===== src/rtl/io_pkg.sv =====
// io_pkg: constants shared by the I/O input port and its sub-modules.
//   io_ofs_e : word offsets (addr[4:2]) of the input-port registers.
//   IO_BASE  : base address of the I/O chip-select window (decoder y2).
package io_pkg;

  typedef enum logic [2:0] {
    IO_OFS_LEVEL = 3'd0,
    IO_OFS_RISE  = 3'd1,
    IO_OFS_FALL  = 3'd2,
    IO_OFS_SYNC  = 3'd3,
    IO_OFS_MASK  = 3'd4
  } io_ofs_e;

  localparam logic [15:0] IO_BASE = 16'h4000;

endpackage


===== src/rtl/io_input_port_debounce.sv =====
// debounce_cell: one input pin -> 2-FF synchroniser -> debounced level.
//   clk_i          system clock
//   rst_i          synchronous active-high reset
//   pin_i          asynchronous external pin
//   sync_o         second synchroniser stage
//   level_o        debounced level
//   rise_pulse_o   high in the cycle level_o is about to go 0->1
//   fall_pulse_o   high in the cycle level_o is about to go 1->0
module debounce_cell #(
  parameter int unsigned DEB_CYCLES = 10
) (
  input  logic clk_i,
  input  logic rst_i,
  input  logic pin_i,
  output logic sync_o,
  output logic level_o,
  output logic rise_pulse_o,
  output logic fall_pulse_o
);

  localparam int unsigned CNT_W = $clog2(DEB_CYCLES + 1);

  logic             meta_q;
  logic             sync_q;
  logic             level_q, level_d;
  logic [CNT_W-1:0] cnt_q, cnt_d;
  logic             toggle;

  // Counter runs only while the synchronised pin disagrees with the accepted
  // level; any agreement discards the partial count.
  always_comb begin
    cnt_d   = '0;
    level_d = level_q;
    toggle  = 1'b0;
    if (sync_q != level_q) begin
      if (cnt_q == CNT_W'(DEB_CYCLES - 1)) begin
        toggle  = 1'b1;
        level_d = ~level_q;
      end else begin
        cnt_d = cnt_q + CNT_W'(1);
      end
    end
  end

  always_ff @(posedge clk_i) begin
    if (rst_i) begin
      meta_q  <= 1'b0;
      sync_q  <= 1'b0;
      level_q <= 1'b0;
      cnt_q   <= '0;
    end else begin
      meta_q  <= pin_i;
      sync_q  <= meta_q;
      level_q <= level_d;
      cnt_q   <= cnt_d;
    end
  end

  assign sync_o       = sync_q;
  assign level_o      = level_q;
  assign rise_pulse_o = toggle & ~level_q;
  assign fall_pulse_o = toggle &  level_q;

endmodule


===== src/rtl/io_input_port.sv =====
// io_input_port: memory-mapped input peripheral on the I/O chip-select.
//   clk, rst      system clock, synchronous active-high reset
//   nce, re, we   chip enable (active low), MemRead, MemWrite strobes
//   addr, wdata   byte address in the I/O window (addr[4:2] decoded), write data
//   rdata         combinational read data, 0 when not selected for read
//   portIn        WIDTH asynchronous pins
//   irq           interrupt request (only when IO_IRQ_EN is defined)
// Registers: LEVEL(RO) RISE(W1C) FALL(W1C) SYNC(RO) MASK(RW, IO_IRQ_EN only).
// Build option: IO_IRQ_EN adds the MASK register and the irq output.
module io_input_port
  import io_pkg::*;
#(
  parameter int unsigned WIDTH      = 8,
  parameter int unsigned DEB_CYCLES = 10
) (
  input  logic             clk,
  input  logic             rst,
  input  logic             nce,
  input  logic             re,
  input  logic             we,
  input  logic [10:0]      addr,
  input  logic [31:0]      wdata,
  output logic [31:0]      rdata,
  input  logic [WIDTH-1:0] portIn
`ifdef IO_IRQ_EN
  ,
  output logic             irq
`endif
);

  logic [WIDTH-1:0] sync_w, level_w, rise_set, fall_set;
  logic [WIDTH-1:0] rise_q, rise_d, fall_q, fall_d;
  logic [2:0]       ofs;
  logic             wr_en;

  for (genvar i = 0; i < WIDTH; i++) begin : g_cell
    debounce_cell #(.DEB_CYCLES(DEB_CYCLES)) u_cell (
      .clk_i        (clk),
      .rst_i        (rst),
      .pin_i        (portIn[i]),
      .sync_o       (sync_w[i]),
      .level_o      (level_w[i]),
      .rise_pulse_o (rise_set[i]),
      .fall_pulse_o (fall_set[i])
    );
  end

  assign ofs   = addr[4:2];
  assign wr_en = ~nce & we;

  // A new edge in the same cycle as a W1C of that bit keeps the flag set.
  always_comb begin
    rise_d = rise_q | rise_set;
    fall_d = fall_q | fall_set;
    if (wr_en && ofs == IO_OFS_RISE) rise_d = (rise_q & ~wdata[WIDTH-1:0]) | rise_set;
    if (wr_en && ofs == IO_OFS_FALL) fall_d = (fall_q & ~wdata[WIDTH-1:0]) | fall_set;
  end

  always_ff @(posedge clk) begin
    if (rst) begin
      rise_q <= '0;
      fall_q <= '0;
    end else begin
      rise_q <= rise_d;
      fall_q <= fall_d;
    end
  end

`ifdef IO_IRQ_EN
  logic [WIDTH-1:0] mask_q, mask_d;
  logic             irq_q;

  always_comb begin
    mask_d = mask_q;
    if (wr_en && ofs == IO_OFS_MASK) mask_d = wdata[WIDTH-1:0];
  end

  always_ff @(posedge clk) begin
    if (rst) begin
      mask_q <= '0;
      irq_q  <= 1'b0;
    end else begin
      mask_q <= mask_d;
      irq_q  <= |((rise_q | fall_q) & mask_q);
    end
  end

  assign irq = irq_q;
`endif

  always_comb begin
    rdata = '0;
    if (!nce && re) begin
      case (ofs)
        IO_OFS_LEVEL: rdata[WIDTH-1:0] = level_w;
        IO_OFS_RISE:  rdata[WIDTH-1:0] = rise_q;
        IO_OFS_FALL:  rdata[WIDTH-1:0] = fall_q;
        IO_OFS_SYNC:  rdata[WIDTH-1:0] = sync_w;
`ifdef IO_IRQ_EN
        IO_OFS_MASK:  rdata[WIDTH-1:0] = mask_q;
`endif
        default:      rdata = '0;
      endcase
    end
  end

  // Address bits outside addr[4:2] and wdata bits above WIDTH are don't-care.
  logic unused_ok;
  assign unused_ok = ^{addr[10:5], addr[1:0], wdata, IO_BASE};

endmodule

===== config.mk =====
export PLATFORM = sky130hd
export DESIGN_NAME = io_input_port
export DESIGN_NICKNAME = d
export VERILOG_FILES = /design/src/rtl/io_pkg.sv /design/src/rtl/io_input_port_debounce.sv /design/src/rtl/io_input_port.sv
export SDC_FILE = /design/constraint.sdc
export NUM_CORES = 1
export LEC_CHECK = 0
export CAP_MARGIN = 10
export CORE_MARGIN = 2
export CORE_UTILIZATION = 52
export CTS_CLUSTER_SIZE = 25
export DETAILED_ROUTE_END_ITERATION = 12
export GPL_TIMING_DRIVEN = 0
export PLACE_DENSITY = 0.93
export SYNTH_ARGS = -nofsm -noshare
export SYNTH_HDL_FRONTEND = slang
export SYNTH_SLANG_ARGS = --single-unit

===== constraint.sdc =====
create_clock -name clk -period 3.5 [get_ports clk]
set_input_delay 0.7 -clock clk [delete_from_list [all_inputs] [get_ports clk]]
set_output_delay 0.7 -clock clk [all_outputs]
set_load 0.02 [all_outputs]

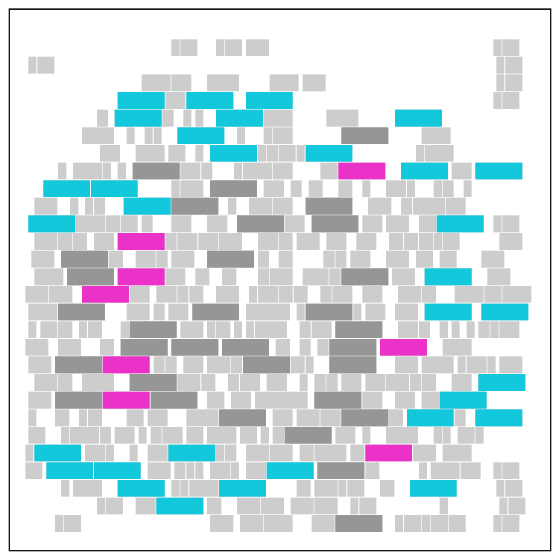
*Sequential cells grouped by signal name*
Other sequential cells in the stronger grey, the rest of the logic in the fainter grey.
legend:
  g_cell.u_cell.cnt_q:
    colour: cyan
    placed_flops: 32
    where: all over the die
  g_cell.u_cell.sync_o:
    colour: magenta
    placed_flops: 8
not coloured: 32
power in sequential cells: 839 µW
fin util: 0.6579
flip-flop and latch share of the layout cell area: 0.3657

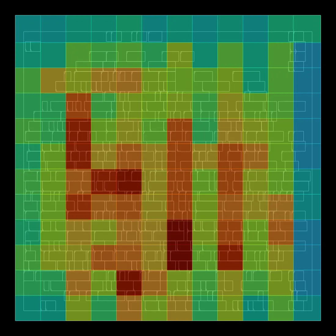
*Routing congestion*
met1 global-route usage: 0.2137
met3 Use GR: 0.07256
met2 global-route usage: 0.3226
post-DR wirelength/cell: 13.26 µm
highest-utilization routing layer at the global route stage: met2

-- report_power, final --
part	internal [µW]	switching (µW)
clock	274	302
combinational	62.8	72.6
sequential	830	8.91
-- metrics by stage --
stage                     setup WS [ps]  cell area [µm²]  hold slack (ps)
after detailed placement         -179.3             3752            422.3
after global routing              2.609             3941            462.2
after floorplan                    1245             3358            413.8
after CTS                         50.96             3931            440.0
final                             68.71             3941            437.9
after global placement           -164.1             3752            416.3
-- layer usage --
layer	GRT usage	vias to the layer above	share of wire
met4	0.09538	0	0.030
met5	0	-	0
met3	0.07256	21	0.074
li1	-	1214	-
met1	0.2137	1164	0.41
met2	0.3226	86	0.48
-- area by class of cell --
class / instances / area (µm²)
buffer: 36 / 244.0
clock buffer: 11 / 141.4
clock inverter: 5 / 32.53
fill: 498 / 2049
inverter: 9 / 33.78
multi-input combinational: 236 / 1644
sequential: 72 / 1441
tap: 75 / 93.84
timing repair buffer: 30 / 310.3
-- repair_timing --
action,CTS,global route
pin swaps,0,0
gates resized,1,4
endpoints found under the setup margin,8,4
-- layout by cell type, fill, tap and decap left out, types with 10 or more instances in the layout --
cell             synthesis  routed
a31o_1                  10      10
buf_4                   26      26
clkbuf_8                 0      10
clkdlybuf4s50_1          0      26
conb_1                   1      24
dfxtp_1                 72      72
ha_1                    16      16
mux2i_1                 22      22
nand3_1                 32      32
nor2_1                  40      40
nor2b_1                 18      18
nor4b_1                 16      16
xor2_1                  16      16
-- sequential cells by signal (all words and copies together), names as in the netlist --
name,flops
fall_q,8
g_cell.u_cell.cnt_q,32
g_cell.u_cell.level_o,8
g_cell.u_cell.meta_q,8
g_cell.u_cell.sync_o,8
rise_q,8
==> run summary <==
Notes on the flow outputs.

- The area of the core is 5991 µm².
- The power per standard cell area is 393.3 nW/µm².
- The power consumption is 1550 µW.
- The most common cell in the synthesized netlist is dfxtp_1.
- The run finished with clean final reports.
- The share of flip-flops with an asynchronous set or reset after synthesis reads 0.
- The worst clock skew reads 7.262 ps.
- The most frequently used flop master after synthesis is dfxtp_1.
- The chip area in the Yosys report is 3272 µm².
- The origin of the worst min-delay path reads g_cell[5].u_cell.meta_q$_SDFF_PP0_.
- The area fraction in and, or, nand and nor cells after synthesis reads 0.2176.
- The synthesis log from Yosys contains 0 warnings.
- The cell row count is 28.
- The maximum number of pins on one net before global-route repair reads 13.
- The mapped cell area is 3272 µm².
- The max-slew headroom at the worst pin reads 0.6157.
- The post-CTS repair timing setup buffer count reads 0.
- The weighted congestion at the end of routability-driven global placement is 0.8484.
- The total buffers and inverters traversed by the critical path is 3.
- After routing, the total negative slack on setup checks comes to 0 ps.
- The main area contributors are dfxtp_1 (44%), mux2i_1 (6.7%), ha_1 (6.1%), buf_4 (6.0%), nand3_1 (4.9%).
- Detailed routing inserted a total of 2485 vias.
- The via-per-instance ratio is 5.243.
- In this design, the critical path's most frequently occurring cell is clkdlybuf4s50_1.
- The origin of the worst setup path is addr[4].
- The transition at the pin with the smallest max-transition slack is 574.0 ps.
- The yosys cell count reads 330.
- The number of cells traversed by the worst register-to-register path reads 4.
- In the hold timing report, the worst path depth is 1.
- The main kind of combinational logic by area reads simple AND/OR/NAND/NOR gates.
- The xor-xnor portion of the synthesized cell area reads 0.06424.
- The total length of routed wires is 6.284 mm.
- Once detailed placement completed, the half-perimeter wirelength came to 4.496 mm.
- The count of port buffers added during placement is 30.
- The number of enable flip-flop cells reads 0.
- The register-to-register path setup slack is 2170 ps.
- The number of violations reported at the end of detailed-routing iteration 0 is 85.
- The synthesized instance count is 330.
- STA classifies the critical path startpoint as an input pin.
- Setup repair after global routing left no endpoint under its margin.
- The portion of netlist area occupied by mux cells reads 0.07419.
- The global-route wire length before repair reads 10.58 mm.
- The clock slew seen by the registers of the worst setup and hold paths reads 80 ps.
- The number of antenna violations at the first check in global routing is 0.
- The number of distinct library cells after synthesis reads 26.
- The synthesis run shows the most used standard cells to be dfxtp_1 (72), nor2_1 (40), nand3_1 (32), buf_4 (26), mux2i_1 (22).
- The total routing resource utilization after global routing reads 0.1926.
- The chip width is 83.32 µm.
- The average cell area after synthesis reads 9.915 µm².
- The critical path class reads in -> out.
- At the end of the flow, the number of nets in the layout was 466.
- The worst endpoint data arrival time reads 2730 ps.
- The number of top-level design ports reads 88.
- The post-synthesis to final-layout area growth is 20.46%.
- No sink is reached through more buffers than the 2 on the longest clock path.
- Walking the worst path, the cells encountered are clkdlybuf4s50_1, or2_2, clkbuf_1, o22ai_1, and2_1, clkdlybuf4s50_1.
- Per the post-route antenna check, the number of violating nets is 0.
- The data required time of the critical path reads 2800 ps.
- The filler-free cell count of the finished design is 474.
- The number of diodes is 0.
- The gate family responsible for the most delay along the worst path reads buffers and inverters.
- Along the worst path, the maximum fanout reaches 7.
- The library cell occupying the most area in the post-synthesis netlist is dfxtp_1.
- The synthesized flop and latch total is 72.
- The timing endpoint of the critical path reads rdata[1].
- The clock period minus final worst setup slack reads 3431 ps.
- The final period utilization reads 0.9804.
- The clock root buffer reads clkbuf_8.
- For this run, the final setup violation count is recorded as 0.
- The remaining design rule violation count reads 0.
- For reference, the final report shows the max-slew violation count at 0.
- The count of clock tree sinks reads 72.
- TritonCTS built the clock tree.
Power figures rest on the tool's default switching activity, not on a simulated workload.
